===== config.mk =====
export PLATFORM = sky130hd
export DESIGN_NAME = fetch_stage_flat
export DESIGN_NICKNAME = d
export VERILOG_FILES = /design/src/rtl/fetch_stage_if.sv /design/src/rtl/fetch_stage.sv /design/src/flat_wrapper.sv
export SDC_FILE = /design/constraint.sdc
export NUM_CORES = 1
export LEC_CHECK = 0
export CORE_ASPECT_RATIO = 1.1
export CORE_UTILIZATION = 48
export DETAILED_ROUTE_END_ITERATION = 16
export HOLD_SLACK_MARGIN = 0.1
export PLACE_DENSITY_LB_ADDON = 0.1
export SETUP_SLACK_MARGIN = 0.2
export SLEW_MARGIN = 5
export SYNTH_ARGS = -nofsm -noshare
export SYNTH_HDL_FRONTEND = slang
export SYNTH_SLANG_ARGS = --single-unit

===== constraint.sdc =====
create_clock -name clock -period 6.28 [get_ports clock]
set_clock_uncertainty 0.05 [all_clocks]
set_input_delay 1.256 -clock clock [delete_from_list [all_inputs] [get_ports clock]]
set_output_delay 1.256 -clock clock [all_outputs]
set_load 0.005 [all_outputs]

===== src/rtl/fetch_stage_if.sv =====
// Fetch-stage bundle: decode control, instruction memory port, decode-side
// output register and FSM debug state.
interface fetch_stage_if;
  // Memory handshake: im_req is the valid and im_ready the same-cycle ready.
  // A word transfers on any edge where both are high; im_rdata is only
  // meaningful in that cycle, and im_addr stays stable until the transfer.
  logic        stall;
  logic        redirect;
  logic [31:0] target;
  logic        im_req;
  logic [31:0] im_addr;
  logic        im_ready;
  logic [31:0] im_rdata;
  logic [31:0] pc;
  logic [31:0] insn;
  logic        insn_valid;
  logic        addr_err;
  logic [31:0] fetch_count;
  logic [1:0]  dbg_state;

  modport master (
    input  stall, redirect, target, im_ready, im_rdata,
    output im_req, im_addr, pc, insn, insn_valid, addr_err, fetch_count, dbg_state
  );

  modport slave (
    output stall, redirect, target, im_ready, im_rdata,
    input  im_req, im_addr, pc, insn, insn_valid, addr_err, fetch_count, dbg_state
  );
endinterface


===== src/rtl/fetch_stage.sv =====
// Instruction fetch stage: fetch PC, single-cycle memory port, registered
// pc/insn slot to decode with stall back-pressure and branch redirect.
module fetch_stage #(
  parameter logic [31:0] RESET_PC = 32'h8002_0000
) (
  input logic           clock,
  input logic           reset,
  fetch_stage_if.master bus
);

  typedef enum logic [1:0] {
    IDLE = 2'd0,
    REQ  = 2'd1,
    HOLD = 2'd2
  } state_e;

  state_e      state_q;
  logic [31:0] fpc_q;
  logic [31:0] pc_q;
  logic [31:0] insn_q;
  logic        valid_q;
  logic        addr_err_q;
  logic [31:0] count_q;

  logic slot_free;
  logic req;
  logic accept;

  // The slot can take a new word when it is empty or decode drains it now.
  assign slot_free = !valid_q || !bus.stall;
  assign req       = (state_q == REQ) && slot_free;
  assign accept    = req && bus.im_ready && !bus.redirect;

  always_ff @(posedge clock or posedge reset) begin
    if (reset) begin
      state_q    <= IDLE;
      fpc_q      <= RESET_PC;
      pc_q       <= 32'd0;
      insn_q     <= 32'd0;
      valid_q    <= 1'b0;
      addr_err_q <= 1'b0;
      count_q    <= 32'd0;
    end else if (bus.redirect) begin
      // Redirect wins over stall and any same-cycle memory response.
      state_q <= REQ;
      fpc_q   <= {bus.target[31:2], 2'b00};
      valid_q <= 1'b0;
      if (bus.target[1:0] != 2'b00) begin
        addr_err_q <= 1'b1;
      end
    end else begin
      if (accept) begin
        pc_q    <= fpc_q;
        insn_q  <= bus.im_rdata;
        valid_q <= 1'b1;
        fpc_q   <= fpc_q + 32'd4;
        count_q <= count_q + 32'd1;
      end else if (valid_q && !bus.stall) begin
        valid_q <= 1'b0;
      end

      case (state_q)
        IDLE: state_q <= REQ;
        REQ: begin
          if (accept && bus.stall) begin
            state_q <= HOLD;
          end
        end
        HOLD: begin
          if (!bus.stall) begin
            state_q <= REQ;
          end
        end
        default: state_q <= IDLE;
      endcase
    end
  end

  assign bus.im_req      = req;
  assign bus.im_addr     = fpc_q;
  assign bus.pc          = pc_q;
  assign bus.insn        = insn_q;
  assign bus.insn_valid  = valid_q;
  assign bus.addr_err    = addr_err_q;
  assign bus.fetch_count = count_q;
  assign bus.dbg_state   = state_q;

endmodule


===== src/flat_wrapper.sv =====
// flat-port wrapper written by rule: the top's interface ports become plain ports
module fetch_stage_flat 
#(
  parameter logic [31:0] RESET_PC = 32'h8002_0000
)
  (clock, reset, bus_stall, bus_redirect, bus_target, bus_im_ready, bus_im_rdata, bus_im_req, bus_im_addr, bus_pc, bus_insn, bus_insn_valid, bus_addr_err, bus_fetch_count, bus_dbg_state);
  fetch_stage_if bus_i ();
  input logic clock;
  input logic reset;
  input wire logic [$bits(bus_i.stall)-1:0] bus_stall;
  input wire logic [$bits(bus_i.redirect)-1:0] bus_redirect;
  input wire logic [$bits(bus_i.target)-1:0] bus_target;
  input wire logic [$bits(bus_i.im_ready)-1:0] bus_im_ready;
  input wire logic [$bits(bus_i.im_rdata)-1:0] bus_im_rdata;
  output wire logic [$bits(bus_i.im_req)-1:0] bus_im_req;
  output wire logic [$bits(bus_i.im_addr)-1:0] bus_im_addr;
  output wire logic [$bits(bus_i.pc)-1:0] bus_pc;
  output wire logic [$bits(bus_i.insn)-1:0] bus_insn;
  output wire logic [$bits(bus_i.insn_valid)-1:0] bus_insn_valid;
  output wire logic [$bits(bus_i.addr_err)-1:0] bus_addr_err;
  output wire logic [$bits(bus_i.fetch_count)-1:0] bus_fetch_count;
  output wire logic [$bits(bus_i.dbg_state)-1:0] bus_dbg_state;
  assign bus_i.stall = bus_stall;
  assign bus_i.redirect = bus_redirect;
  assign bus_i.target = bus_target;
  assign bus_i.im_ready = bus_im_ready;
  assign bus_i.im_rdata = bus_im_rdata;
  assign bus_im_req = bus_i.im_req;
  assign bus_im_addr = bus_i.im_addr;
  assign bus_pc = bus_i.pc;
  assign bus_insn = bus_i.insn;
  assign bus_insn_valid = bus_i.insn_valid;
  assign bus_addr_err = bus_i.addr_err;
  assign bus_fetch_count = bus_i.fetch_count;
  assign bus_dbg_state = bus_i.dbg_state;
  fetch_stage #(.RESET_PC(RESET_PC)) u_core (.clock(clock), .reset(reset), .bus(bus_i));
endmodule

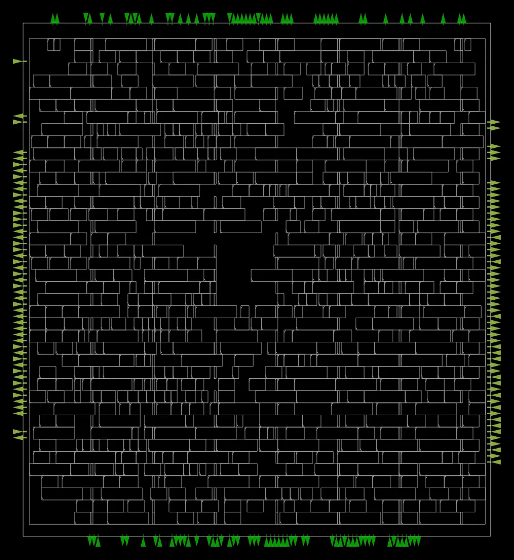
Fig. 1. Placed standard cells.
Final Non-Filler Cells: 830
Seq cells: 128
area of the core: 11100 sq um
Final Util: 74.1%

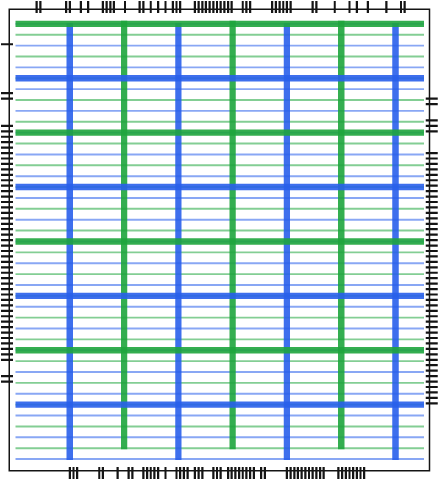
Fig. 2. PDN straps and rails.
(4 px per um) Pins as bars on the die edge.
Blue is VSS. Green is VDD.
41 met1 rails follow the rows. The core has 40 rows. 202 signal pins sit on the boundary.

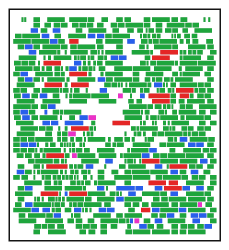
Fig. 3. Cells by drive strength.
(2 px per um)
Blue is _2 cells, cells 71. Magenta is _3 and _4 cells, cells 6. Red is _6 and larger, cells 23. Green is _0 and _1 cells, cells 583.

==> changes_impl.md <==
## Implementation

- FP Util: about half
- PnR Total Power: around 2.6 mW
- Yosys top cell by instances: dfrtp_1
- Combinational Power: around 0.54 mW
- Clock buf count: 27
- Async SR Flop Fraction: 100%
- Crit path DRT: around 5.0 ns
- Top Metal Used: met4
- Well Taps: around 150
- CTS clk-pin slew, worst paths: about 0.050 ns
- Slack of the critical path: between 2 and 2.5 ns
- Worst min path class: register to register
- Pin count of the biggest net entering global routing: roughly 80
- Flops after synth: around 130
- Avg WL per Cell: between 15 and 20 um
- Distinct lib cells: 34
- HPWL after DPL: around 9400 um
- Worst stage delay on the critical path: roughly 0.52 ns
- Syn Area/Cell: approximately 12 sq um
- P_clk: 0.959 mW
- Synthesized area: 5570 sq um
- WS Path Type: primary input to output pin
- Status: finished clean
- Pre-antenna DRT Iters: 5
- MaxCap Viol Count: 0
- Delay-heaviest family, CP: buffers and inverters
- Met2 usage in global routing: 41.6%
- Placed Instances: 798
- Most frequent logic cell in the layout: clkdlybuf4s50_1
- Vias: ~4300
- Clock sink count: about 130
- Post-synthesis compound-gate area fraction: under 10%
- Bufs w/o clock: 199
- Post-synthesis cell count: between 400 and 500
- Fin. Hold Viols: 0
- Clk pwr share: a little under two fifths
- R2R Path End: u_core.bus.fetch_count[28]
- Crit path time final: slightly above 4 ns
- Area-dominant class: registers
- Area growth, synth to finish: 47.7%
- M1 GR Usage: roughly 29%
- Synth Flop Type: dfrtp_1
- Seq pwr share: between 40% and 50%
- Via density: between 5 and 6
- I/O Buffers: just under 200
- Seq pwr: about 1.1 mW
No activity file was given, so power comes from the tool's default toggle rates.
